### Where the registers sit

Other sequential cells in the stronger gray, the rest of the logic in the fainter gray.
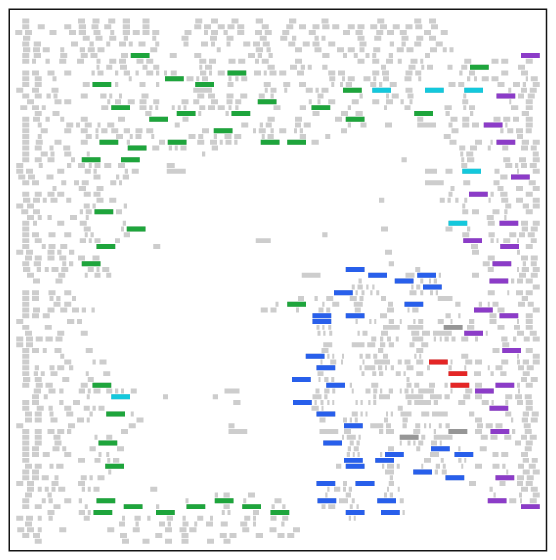
### Metal 3

The bar under the picture is 100 um long.
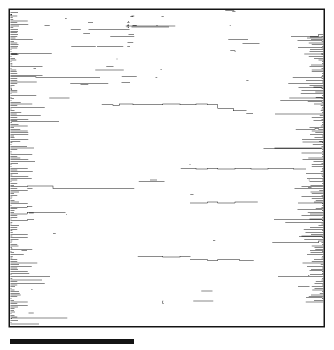
### Routing congestion map

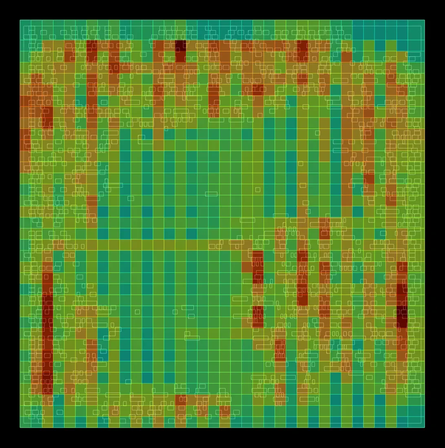
### Metal 2

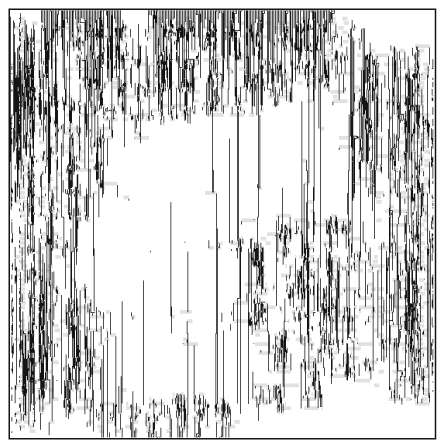
### src/rtl/dcache_meta_req_arb_pkg.sv
`default_nettype none
// ============================================================================
// Module : dcache_arb_pkg
// Brief  : Shared types, defaults and helpers for the DCache metadata arbiter.
// Rev    : 1.0  initial release
// ============================================================================
package dcache_arb_pkg;

   localparam int DEF_N_CH   = 8;
   localparam int DEF_ADDR_W = 40;
   localparam int DEF_IDX_W  = 6;
   localparam int DEF_DATA_W = 22;

   localparam logic [DEF_N_CH-1:0] DEF_WRITE_MASK = 8'b0001_1110;

   typedef struct packed {
      logic                  write;
      logic [DEF_ADDR_W-1:0] addr;
      logic [DEF_IDX_W-1:0]  idx;
      logic [DEF_DATA_W-1:0] data;
   } meta_req_t;

   // Never returns 0 so that single-value fields still get a legal 1-bit vector.
   function automatic int clog2(input int n);
      int r;
      r = 0;
      while ((1 << r) < n) r++;
      return (r < 1) ? 1 : r;
   endfunction

endpackage
`default_nettype wire

### src/rtl/dcache_meta_req_arb_prio_pick.sv
`default_nettype none
// ============================================================================
// Module : dcache_arb_prio_pick
// Brief  : Combinational lowest-index one-hot picker with binary encoder.
// Rev    : 1.0  initial release
// ============================================================================
module dcache_arb_prio_pick #(
   parameter int N = 8,
   parameter int W = 3
) (
   input  logic [N-1:0] req_i,
   output logic [N-1:0] onehot_o,
   output logic [W-1:0] idx_o,
   output logic         any_o
);

   always_comb begin
      onehot_o = '0;
      idx_o    = '0;
      any_o    = 1'b0;
      // Scan high to low so the lowest requesting index is written last and wins.
      for (int i = N - 1; i >= 0; i--) begin
         if (req_i[i]) begin
            onehot_o    = '0;
            onehot_o[i] = 1'b1;
            idx_o       = W'(i);
            any_o       = 1'b1;
         end
      end
   end

endmodule
`default_nettype wire

### src/rtl/dcache_meta_req_arb.sv
`default_nettype none
// ============================================================================
// Module : dcache_meta_req_arb
// Brief  : N-channel metadata request arbiter with registered output stage,
//          backpressure and starvation promotion onto the tag-array port.
// Rev    : 1.0  initial release
// ============================================================================
module dcache_meta_req_arb
   import dcache_arb_pkg::*;
#(
   parameter int              N_CH         = 8,
   parameter int              ADDR_W       = 40,
   parameter int              IDX_W        = 6,
   parameter int              DATA_W       = 22,
   parameter logic [N_CH-1:0] WRITE_MASK   = N_CH'(DEF_WRITE_MASK),
   parameter int              STARVE_LIMIT = 15,
   localparam int             CH_W         = clog2(N_CH)
) (
   input  logic                   clock,
   input  logic                   reset,
   input  logic [N_CH-1:0]        io_in_valid,
   output logic [N_CH-1:0]        io_in_ready,
   input  logic [N_CH*ADDR_W-1:0] io_in_addr,
   input  logic [N_CH*IDX_W-1:0]  io_in_idx,
   input  logic [N_CH*DATA_W-1:0] io_in_data,
   input  logic                   io_out_ready,
   output logic                   io_out_valid,
   output logic                   io_out_bits_write,
   output logic [ADDR_W-1:0]      io_out_bits_addr,
   output logic [IDX_W-1:0]       io_out_bits_idx,
   output logic [DATA_W-1:0]      io_out_bits_data,
   output logic [CH_W-1:0]        io_out_chan,
   output logic                   io_starve_hit
);

   localparam int               CNT_W = clog2(STARVE_LIMIT + 1);
   localparam logic [CNT_W-1:0] LIMIT = CNT_W'(STARVE_LIMIT);

   typedef struct packed {
      logic              write;
      logic [ADDR_W-1:0] addr;
      logic [IDX_W-1:0]  idx;
      logic [DATA_W-1:0] data;
   } out_req_t;

   logic                        valid_q, valid_d;
   out_req_t                    req_q, req_d;
   logic [CH_W-1:0]             chan_q, chan_d;
   logic                        hit_q, hit_d;
   logic [N_CH-1:0][CNT_W-1:0]  wait_q, wait_d;

   logic                        load_en;
   logic [N_CH-1:0]             starved;
   logic [N_CH-1:0]             s_oh, v_oh, grant_oh;
   logic                        s_any, v_any, promote;
   logic [CH_W-1:0]             s_idx, v_idx, grant_idx;
   out_req_t                    sel;

   // Reset gating keeps inputs from being acknowledged while reset is held.
   assign load_en = (~valid_q | io_out_ready) & ~reset;

   generate
      if (STARVE_LIMIT > 0) begin : g_starve_on
         for (genvar i = 0; i < N_CH; i++) begin : g_starved
            assign starved[i] = io_in_valid[i] & (wait_q[i] == LIMIT);
         end
      end else begin : g_starve_off
         assign starved = '0;
      end
   endgenerate

   dcache_arb_prio_pick #(.N(N_CH), .W(CH_W)) u_pick_starved (
      .req_i    (starved),
      .onehot_o (s_oh),
      .idx_o    (s_idx),
      .any_o    (s_any)
   );

   dcache_arb_prio_pick #(.N(N_CH), .W(CH_W)) u_pick_valid (
      .req_i    (io_in_valid),
      .onehot_o (v_oh),
      .idx_o    (v_idx),
      .any_o    (v_any)
   );

   assign promote     = load_en & s_any;
   assign grant_oh    = !load_en ? '0 : (s_any ? s_oh : v_oh);
   assign grant_idx   = s_any ? s_idx : v_idx;
   assign io_in_ready = grant_oh;

   always_comb begin
      sel = '0;
      for (int i = 0; i < N_CH; i++) begin
         if (grant_oh[i]) begin
            sel.write = WRITE_MASK[i];
            sel.addr  = io_in_addr[i*ADDR_W +: ADDR_W];
            sel.idx   = io_in_idx[i*IDX_W +: IDX_W];
            sel.data  = WRITE_MASK[i] ? io_in_data[i*DATA_W +: DATA_W] : '0;
         end
      end
   end

   always_comb begin
      valid_d = valid_q;
      req_d   = req_q;
      chan_d  = chan_q;
      hit_d   = promote;
      if (load_en) begin
         valid_d = v_any;
         if (v_any) begin
            req_d  = sel;
            chan_d = (N_CH == 1) ? '0 : grant_idx;
         end
      end
   end

   // Stalled cycles count as waiting, so backpressure also drives promotion.
   always_comb begin
      wait_d = wait_q;
      for (int i = 0; i < N_CH; i++) begin
         if (!io_in_valid[i] || grant_oh[i]) begin
            wait_d[i] = '0;
         end else if (wait_q[i] != LIMIT) begin
            wait_d[i] = wait_q[i] + CNT_W'(1);
         end
      end
   end

   always_ff @(posedge clock or posedge reset) begin
      if (reset) begin
         valid_q <= 1'b0;
         req_q   <= '0;
         chan_q  <= '0;
         hit_q   <= 1'b0;
         wait_q  <= '0;
      end else begin
         valid_q <= valid_d;
         req_q   <= req_d;
         chan_q  <= chan_d;
         hit_q   <= hit_d;
         wait_q  <= wait_d;
      end
   end

   assign io_out_valid      = valid_q;
   assign io_out_bits_write = req_q.write;
   assign io_out_bits_addr  = req_q.addr;
   assign io_out_bits_idx   = req_q.idx;
   assign io_out_bits_data  = req_q.data;
   assign io_out_chan       = chan_q;
   assign io_starve_hit     = hit_q;

endmodule
`default_nettype wire

### config.mk
export PLATFORM = sky130hd
export DESIGN_NAME = dcache_meta_req_arb
export DESIGN_NICKNAME = d
export VERILOG_FILES = /design/src/rtl/dcache_meta_req_arb_pkg.sv /design/src/rtl/dcache_meta_req_arb_prio_pick.sv /design/src/rtl/dcache_meta_req_arb.sv
export SDC_FILE = /design/constraint.sdc
export NUM_CORES = 1
export LEC_CHECK = 0
export CAP_MARGIN = 0
export CELL_PAD_IN_SITES_DETAIL_PLACEMENT = 1
export CELL_PAD_IN_SITES_GLOBAL_PLACEMENT = 1
export CORE_AREA = 2 2 250 252
export CTS_CLUSTER_DIAMETER = 50
export DETAILED_ROUTE_END_ITERATION = 6
export DIE_AREA = 0 0 252 254
export HOLD_SLACK_MARGIN = 0.08
export PLACE_DENSITY = 0.49
export SLEW_MARGIN = 5
export SYNTH_ARGS = -nofsm -noshare
export SYNTH_HDL_FRONTEND = slang
export SYNTH_HIERARCHICAL = 1
export SYNTH_SLANG_ARGS = --single-unit
### constraint.sdc
create_clock -name clock -period 5.7 [get_ports clock]
set_clock_uncertainty 0.2 [all_clocks]
set_input_delay 0.57 -clock clock [delete_from_list [all_inputs] [get_ports clock]]
set_output_delay 0.57 -clock clock [all_outputs]
set_load 0.02 [all_outputs]
==> run notes <==
Of the total synthesized cell area, the portion taken by full adders, half adders and majority gates is 1.22%. Per report_power, the combinational group accounts for 35.8% of the total. The synthesized instance count is 938, and the power density over the cells is 162 mW/mm^2. In this run the critical register-to-register path is launched from wait_q[8]. The combined area of all synthesized cells was 0.00822 sq mm.

The type of the worst min-delay path is reg2reg. The number of buffers outside the clock class in the layout came out at 591. After layout, the worst setup slack is 1.10 ns.

The number of clock buffers added by TritonCTS is 9. The minimum period implied by the final worst setup slack was 4.60 ns; the met3 usage in global routing was 4.78%. The count of inserted antenna diode cells came out at 0.

Last element of the critical path: io_in_ready[5]. The layout contains a multi-input combinational cell count of 720. The synthesized netlist was found by Yosys to have 938 cells.

The share of total power dissipated in sequential elements is 35.7%. For this run, the total global-route usage over all layers was measured as 16.4%. The final worst-path cycle share is 80.7%, and the clock-pin slew of the registers on the worst-case setup and hold paths is 0.09 ns.

The number of sinks on the clock net was 106. For the total met2 wirelength after detailed routing, the log shows 27000 um. The run gives 2 for the buffer and inverter count on the worst path.

The post-CTS repair timing setup buffer count was 0. Per the detail_route log, the uppermost layer with routed signals is met5. After floorplanning, the core was divided into 91 placement rows. The logic area is 0.00509 sq mm, and the die boundary height is 254 um.

The run gives 217 MHz as the achievable clock frequency. The logs give 0 for the final number of hold-violating endpoints and 3980 um for the met3 wire length. For the net count after synthesis, the log shows 1501. Per the cell usage report, the commonest logic cells after layout are 548 x sky130_fd_sc_hd__clkdlybuf4s50_1, 106 x sky130_fd_sc_hd__dfrtp_1, 92 x sky130_fd_sc_hd__a221o_1, 68 x sky130_fd_sc_hd__o221ai_1. Counting instances, the worst hold path has a depth of 2.

The final weighted congestion recorded by global placement is 0.840. Tally of OpenROAD warnings: 114. Cells with a size suffix above 1 make up 6.29% of the layout. The setup check on the worst reg-to-reg path leaves a slack of 1.59 ns. Non-clock buffers make up 39.2% of the layout cell area. In this run, synthesis inferred 0 flip-flops with an integrated enable.

The group that draws the most power in this run is combinational cells. Per the run summary, max-cap violations total 0. After synthesis, the mean cell area works out to 8.77 sq um. The multiplexer area fraction after synthesis was 2.72%. 637 I/O pins were placed.

The multi-input logic portion of the cell area came out at 34.1%. The count of flip-flops and latches is 106. From left edge to right edge, the die measures 252 um.

The worst register-to-register path has a depth of 13. The run gives 100% for the fraction of registers with async set or reset after synthesis. In this run the worst path has a maximum fanout of 38.

The tools report the register area as 0.00265 sq mm. In this run, the number of DRC markers left after iteration 0 of detailed routing was 513. In the final routing, the length of wire on met1 measures 22900 um. The synthesized design spends more area on one cell type than any other, namely sky130_fd_sc_hd__dfrtp_1. The count of nets left with antenna violations once routing finished came out at 0. After the flow finishes, the layout carries non-filler instances totaling 2236. Yosys reports that the most numerous cell types are 106 x sky130_fd_sc_hd__dfrtp_1, 92 x sky130_fd_sc_hd__a221o_1, 68 x sky130_fd_sc_hd__o221ai_1, 60 x sky130_fd_sc_hd__o21ai_0, 60 x sky130_fd_sc_hd__o21ai_1. The post-detailed-placement cell area is 0.0146 sq mm. With the met2 routing resource usage after global routing at 29.1%, the placeable core region is 0.0613 sq mm. The run gives 2004 for the number of nets in the final layout. The DRC violations left came out at 0.

The cell type group with the largest total delay on the critical path is buffers and inverters. The number of antenna violations at the first check in global routing is 4. The leakage component of the power was reported as 5.30 nW.

The run gives 55000 um as the overall routed net length. Final setup TNS: 0 ns. In the log, the iteration count for the first detailed-route pass is 6. In the synthesized netlist the dominant register cell turns out to be sky130_fd_sc_hd__dfrtp_1. The area overhead of the layout relative to synthesis is 81.5%. Hold repair after CTS inserted 0 buffers. Among all cell classes, the greatest summed area belongs to buffers.

By area, the combinational part of the netlist is dominated by AND-OR/OR-AND gates. The signal on the critical path passes through ha_1 > nand3_1 > nor2_1 > nor4_4 > nand3_1 > mux2_2 > nand3_4 > inv_2 > clkdlybuf4s50_1. Once layout is done, the placed cells without fillers occupy 0.0149 sq mm. The worst hold path startpoint was io_out_chan[1]. For this floorplan the total number of well-tap instances is 790.

The endpoint kind of the worst setup timing path was an output pin. In this run the critical register-to-register path is captured at io_out_bits_addr[38]. The final total power was 0.00242 W. The run gives 0 as the number of gates resized after cts.

In this run the deepest clock path goes through 2 buffers. In this run the clock root is driven by a sky130_fd_sc_hd__clkbuf_16. Sorting the synthesized cells by area gives the leading types as sky130_fd_sc_hd__dfrtp_1 32%, sky130_fd_sc_hd__a221o_1 11%, sky130_fd_sc_hd__o221ai_1 7.2%.

Of the synthesized area, sequential elements account for 32.3%. Of the total power, the clock network draws 28.5%. The run finished with clean final reports.

The origin of the worst setup path is wait_q[8].
## Picture notes: 'Where the registers sit'
legend:
  cyan:
    signal: io_out_bits_idx
    sequential_cells: 6
  blue:
    signal: wait_q
    sequential_cells: 32
  red:
    signal: io_out_chan
    sequential_cells: 3
  green:
    signal: io_out_bits_addr
    sequential_cells: 40
  purple:
    signal: io_out_bits_data
    sequential_cells: 22
not colored: 3

## Picture notes: 'Metal 3'
wire length on this layer: 3980 um
nets with wire on the layer: 381
share of all routed wire: 7.2%
longest straight run: 65.3 um
main direction: horizontal

## Picture notes: 'Routing congestion map'
met1 Usage GRT: 19.4%
end-of-flow core utilization: 24.4%
layer with the highest usage: met2

## Picture notes: 'Metal 2'
share of all routed wire: 49%
nets with wire on the layer: 1675
longest straight run: 126 um
main direction: vertical

Power is estimated from default activity; no workload was simulated.
